--- src/rtl/alu_share_arbiter.sv ---
// Shares one combinational ALU between two requesters, one op in flight; handshake -> rsp_valid two edges later, results held until rsp_ready.
// Requests stall while busy; define ALU_ARB_FIXED_PRIO_EN for fixed port-0 priority instead of round-robin.
module alu_share_arbiter #(
    parameter int DATA_W = 32,
    parameter int OP_W   = 4
) (
    input  logic              clk,
    input  logic              reset,
    input  logic              req0_valid,
    output logic              req0_ready,
    input  logic [DATA_W-1:0] req0_a,
    input  logic [DATA_W-1:0] req0_b,
    input  logic [OP_W-1:0]   req0_op,
    output logic              rsp0_valid,
    input  logic              rsp0_ready,
    output logic [DATA_W-1:0] rsp0_result,
    output logic              rsp0_zero,
    input  logic              req1_valid,
    output logic              req1_ready,
    input  logic [DATA_W-1:0] req1_a,
    input  logic [DATA_W-1:0] req1_b,
    input  logic [OP_W-1:0]   req1_op,
    output logic              rsp1_valid,
    input  logic              rsp1_ready,
    output logic [DATA_W-1:0] rsp1_result,
    output logic              rsp1_zero,
    output logic [DATA_W-1:0] alu_srca,
    output logic [DATA_W-1:0] alu_srcb,
    output logic [OP_W-1:0]   alu_ctrl,
    input  logic [DATA_W-1:0] alu_result,
    input  logic              alu_zero,
    output logic              busy
);

    typedef enum logic [1:0] {IDLE, EXEC, RESP} state_t;

    state_t            state, state_nxt;
    logic [DATA_W-1:0] opa, opb, res;
    logic [OP_W-1:0]   opc;
    logic              grant, zero_q;
    logic              win, any_req, rsp_done;
`ifndef ALU_ARB_FIXED_PRIO_EN
    logic              last_grant;
`endif

    assign any_req = req0_valid | req1_valid;

    // Winner id: 0 = execute stage, 1 = AGU/branch unit.
    always_comb begin
        win = req1_valid & ~req0_valid;
        if (req0_valid && req1_valid) begin
`ifdef ALU_ARB_FIXED_PRIO_EN
            win = 1'b0;
`else
            win = ~last_grant;
`endif
        end
    end

    always_comb begin
        state_nxt  = state;
        req0_ready = 1'b0;
        req1_ready = 1'b0;
        rsp0_valid = 1'b0;
        rsp1_valid = 1'b0;
        rsp_done   = 1'b0;
        case (state)
            IDLE: begin
                req0_ready = any_req & ~win;
                req1_ready = any_req & win;
                if (any_req) state_nxt = EXEC;
            end
            EXEC: state_nxt = RESP;
            RESP: begin
                rsp0_valid = ~grant;
                rsp1_valid = grant;
                rsp_done   = grant ? rsp1_ready : rsp0_ready;
                if (rsp_done) state_nxt = IDLE;
            end
            default: state_nxt = IDLE;
        endcase
    end

    always_ff @(posedge clk) begin
        if (reset) state <= IDLE;
        else       state <= state_nxt;
    end

    always_ff @(posedge clk) begin
        if (reset) begin
            opa    <= '0;
            opb    <= '0;
            opc    <= '0;
            grant  <= 1'b0;
            res    <= '0;
            zero_q <= 1'b0;
`ifndef ALU_ARB_FIXED_PRIO_EN
            last_grant <= 1'b1;
`endif
        end else begin
            if (state == IDLE && any_req) begin
                opa   <= win ? req1_a  : req0_a;
                opb   <= win ? req1_b  : req0_b;
                opc   <= win ? req1_op : req0_op;
                grant <= win;
            end
            if (state == EXEC) begin
                res    <= alu_result;
                zero_q <= alu_zero;
            end
`ifndef ALU_ARB_FIXED_PRIO_EN
            if (rsp_done) last_grant <= grant;
`endif
        end
    end

    assign alu_srca    = opa;
    assign alu_srcb    = opb;
    assign alu_ctrl    = opc;
    assign rsp0_result = rsp0_valid ? res : '0;
    assign rsp1_result = rsp1_valid ? res : '0;
    assign rsp0_zero   = rsp0_valid & zero_q;
    assign rsp1_zero   = rsp1_valid & zero_q;
    assign busy        = (state != IDLE);

endmodule

--- config.mk ---
export PLATFORM = sky130hd
export DESIGN_NAME = alu_share_arbiter
export DESIGN_NICKNAME = d
export VERILOG_FILES = /design/src/rtl/alu_share_arbiter.sv
export SDC_FILE = /design/constraint.sdc
export NUM_CORES = 1
export LEC_CHECK = 0
export CAP_MARGIN = 20
export CORE_AREA = 2 2 122 124
export DETAILED_ROUTE_END_ITERATION = 12
export DIE_AREA = 0 0 124 126
export GPL_TIMING_DRIVEN = 0
export PLACE_DENSITY = 0.73
export SYNTH_ARGS = -nofsm -noshare
export SYNTH_HDL_FRONTEND = slang
export SYNTH_SLANG_ARGS = --single-unit
--- constraint.sdc ---
create_clock -name clk -period 3.6 [get_ports clk]
set_input_delay 0.36 -clock clk [delete_from_list [all_inputs] [get_ports clk]]
set_output_delay 0.36 -clock clk [all_outputs]
set_load 0.01 [all_outputs]
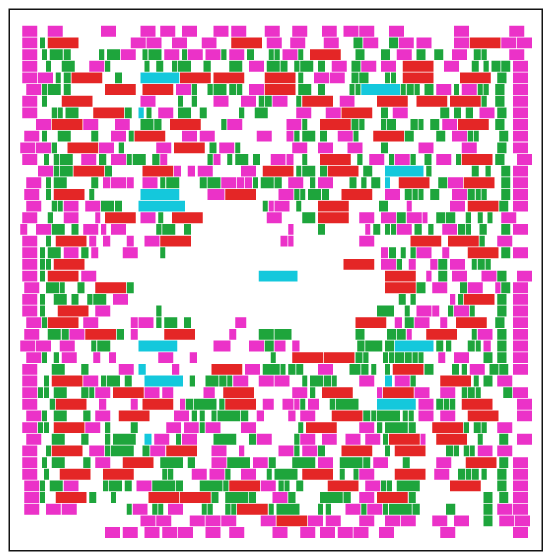
Fig. 1. Placed cells, one colour a class.
[red] flip-flops | cells: 105
[green] all other logic | cells: 465
[magenta] other buffers and delay cells | cells: 375
[cyan] clock drivers and dummy loads | cells: 15
area of the core: 14300 um^2
Row Count: 44
Seq/total area: 24.4%

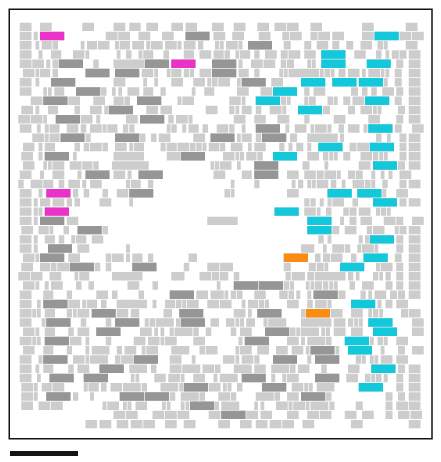
Fig. 2. Register map, names as in the netlist.
Bar = 20 um. Other sequential cells in the stronger grey, the rest of the logic in the fainter grey.
[orange] state | placed flops: 2
[cyan] res | placed flops: 32 | where: a column on the right
[magenta] alu_ctrl | placed flops: 4
not coloured: 67
register area: 2100 um^2
post-layout util: 60.2%
Seq group: 1.36 mW

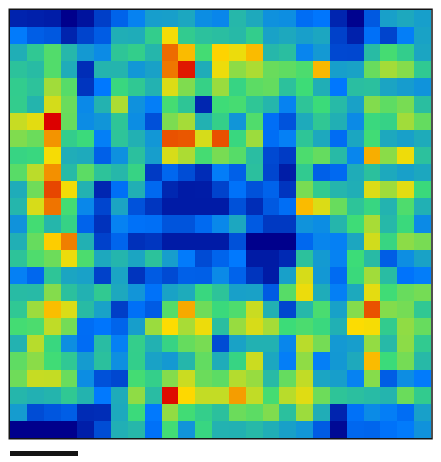
Fig. 3. Signal metal coverage by tile.
Bar = 20 um. The die is cut into 25 by 25 equal tiles; dark blue is low, red is high, scaled to the fullest tile. Values are wire area over tile area, all layers added.
mean over tiles: 0.20
fullest tile: 0.50
tiles over half the peak: 30%
nearly empty tiles: 1.4%
DR vias: 5674
All-Layer GR Usage: 24.0%
WL/cell: 16.6 um
WL final: 19000 um

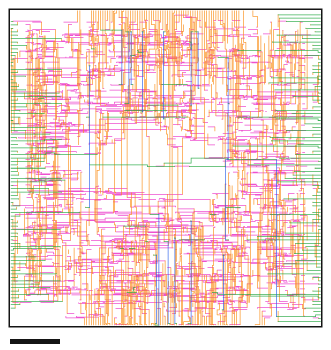
Fig. 4. Wiring by layer.
Bar = 20 um.
[blue] met4 | wire length: 583 um
[orange] met2 | wire length: 9480 um
[magenta] met1 | wire length: 7130 um
[green] met3 | wire length: 1830 um

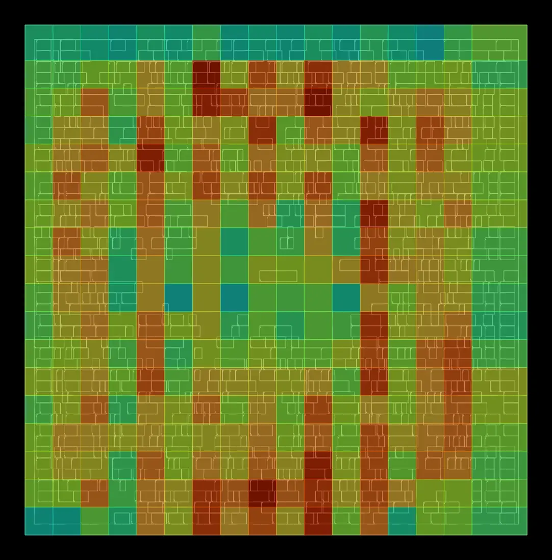
Fig. 5. Routing congestion map.
met1 usage: 26.1%
met3 usage: 7.56%
busiest metal layer after global routing: met2
M2 GR Usage: 42.5%

==> run notes <==
run results: worst setup path start state[0], # clock sinks 105, Clock Power 959 uW, multi-input gate area in the final layout 2550 um^2, dominant class by area non-clock buffers, Core Util at FP 34.8%, sw power 929 uW, Final ANT Viol Nets 0, CTS tree done, first-pass GRT wire length 28900 um, Logic pwr share 28.9%, status finished clean, Synth Cell Area 4990 um^2, first-pass iteration count of the detailed router 4, wire length on met2 9480 um, Final Net Count 1131, Clock power frac 29.5%, CP Depth 5, and+or+nand+nor area frac 25.2%, Post-synth ARST share 0%, area fraction in xor and xnor cells 0%, yosys stat area 4990 um^2, Synth area leaders dfxtp_1, nand2_1, a21oi_1, critical path required time 3.24 ns, adder-cell area share of the yosys netlist 0%, Overall Power 3.25 mW, Hold Buf Count CTS 0, highest routed layer met4, PortBufs 312, Worst-path clk slew 0.07 ns, layout cells sized above 1 8.85%, placed standard-cell area 8340 um^2, r2r endpoint alu_srcb[23], Longest Clk Path Bufs 2, slew at the pin closest to its max-slew limit 0.740 ns, tool warnings 26, Slowest-stage cell, CP clkdlybuf4s50_1, P_comb 939 uW, seq_cells 105, Worst Skew 0.00343 ns, vias per inst 4.96, Antenna diodes 0, initial antenna violation count 0, hold path start res[26], fill count 1397, CP Buf/Inv Count 2, Final Non-Filler Cells 1144, Top non-seq family AND-OR/OR-AND gates, post-synthesis net count 808, distinct lib cells 23, GP Congestion 0.814, Top Consumer sequential cells, clk tree area frac 3.22%, postcts setup bufs 0, Clock Latency Late Sink 0.34 ns, reg2reg start state[1], # setup viols final 0, syn_area_per_cell 7.88 um^2, WHS Path Cells 2, Cells after Synth 633, Comb area share 29.5%, most frequent cells in the layout clkdlybuf4s50_1, nand2_1, dfxtp_1, top cell type by total area after synthesis dfxtp_1, number of global-route vias before repair 5515, hold slack 0.461 ns, Reg2Reg Depth 6, CP peak stage delay 0.57 ns, Worst Hold Class reg -> reg, Max-Cap Viols 0, Die Size 15600 um^2, Inst Count DP 1129, synth warn 0, Post-synth EDFFs 0, Final Hold Viols 0, critical path class reg -> out, area added between synthesis and finish 72.8%, DRC 0, comb_multi_in 461, fmax 358 MHz, inverters 4, I/O pins 314, tap cells 184, nonclk buf count 375, max-slew violation count 0, most frequent logic cell in the layout clkdlybuf4s50_1, Critical Path Source Type flip-flop, Period minus WS final 2.79 ns, grt ovf 0, met1 WL 7130 um, power per standard cell area 378 nW/um^2, yosys cell count 633, post-synthesis sequential element count 105, largest net degree at the start of global routing 16, post-place setup slack 0.862 ns, FF-to-FF setup slack 1.92 ns, top cell types by occurrence after synthesis nand2_1, dfxtp_1, a21oi_1, headroom to the max-slew limit 50.6%, die width 124 um, Seq share, synth 42.1%, H-Tree Depth 3, Die Ht 126 um, Crit path max-delay family buffers and inverters, aoi share 25.7%, clock root buffer clkbuf_16, Mux cell area share 0.226%, Num CTS Buffers 9, met3 WL 1830 um, hold path endpoint res[26], Post-CTS Resized 0, Seq pwr share 41.7%, Setup TNS Final 0 ns, cycle use final 77.6%, crit path capture type output port
Power figures rest on the tool's default switching activity, not on a simulated workload.
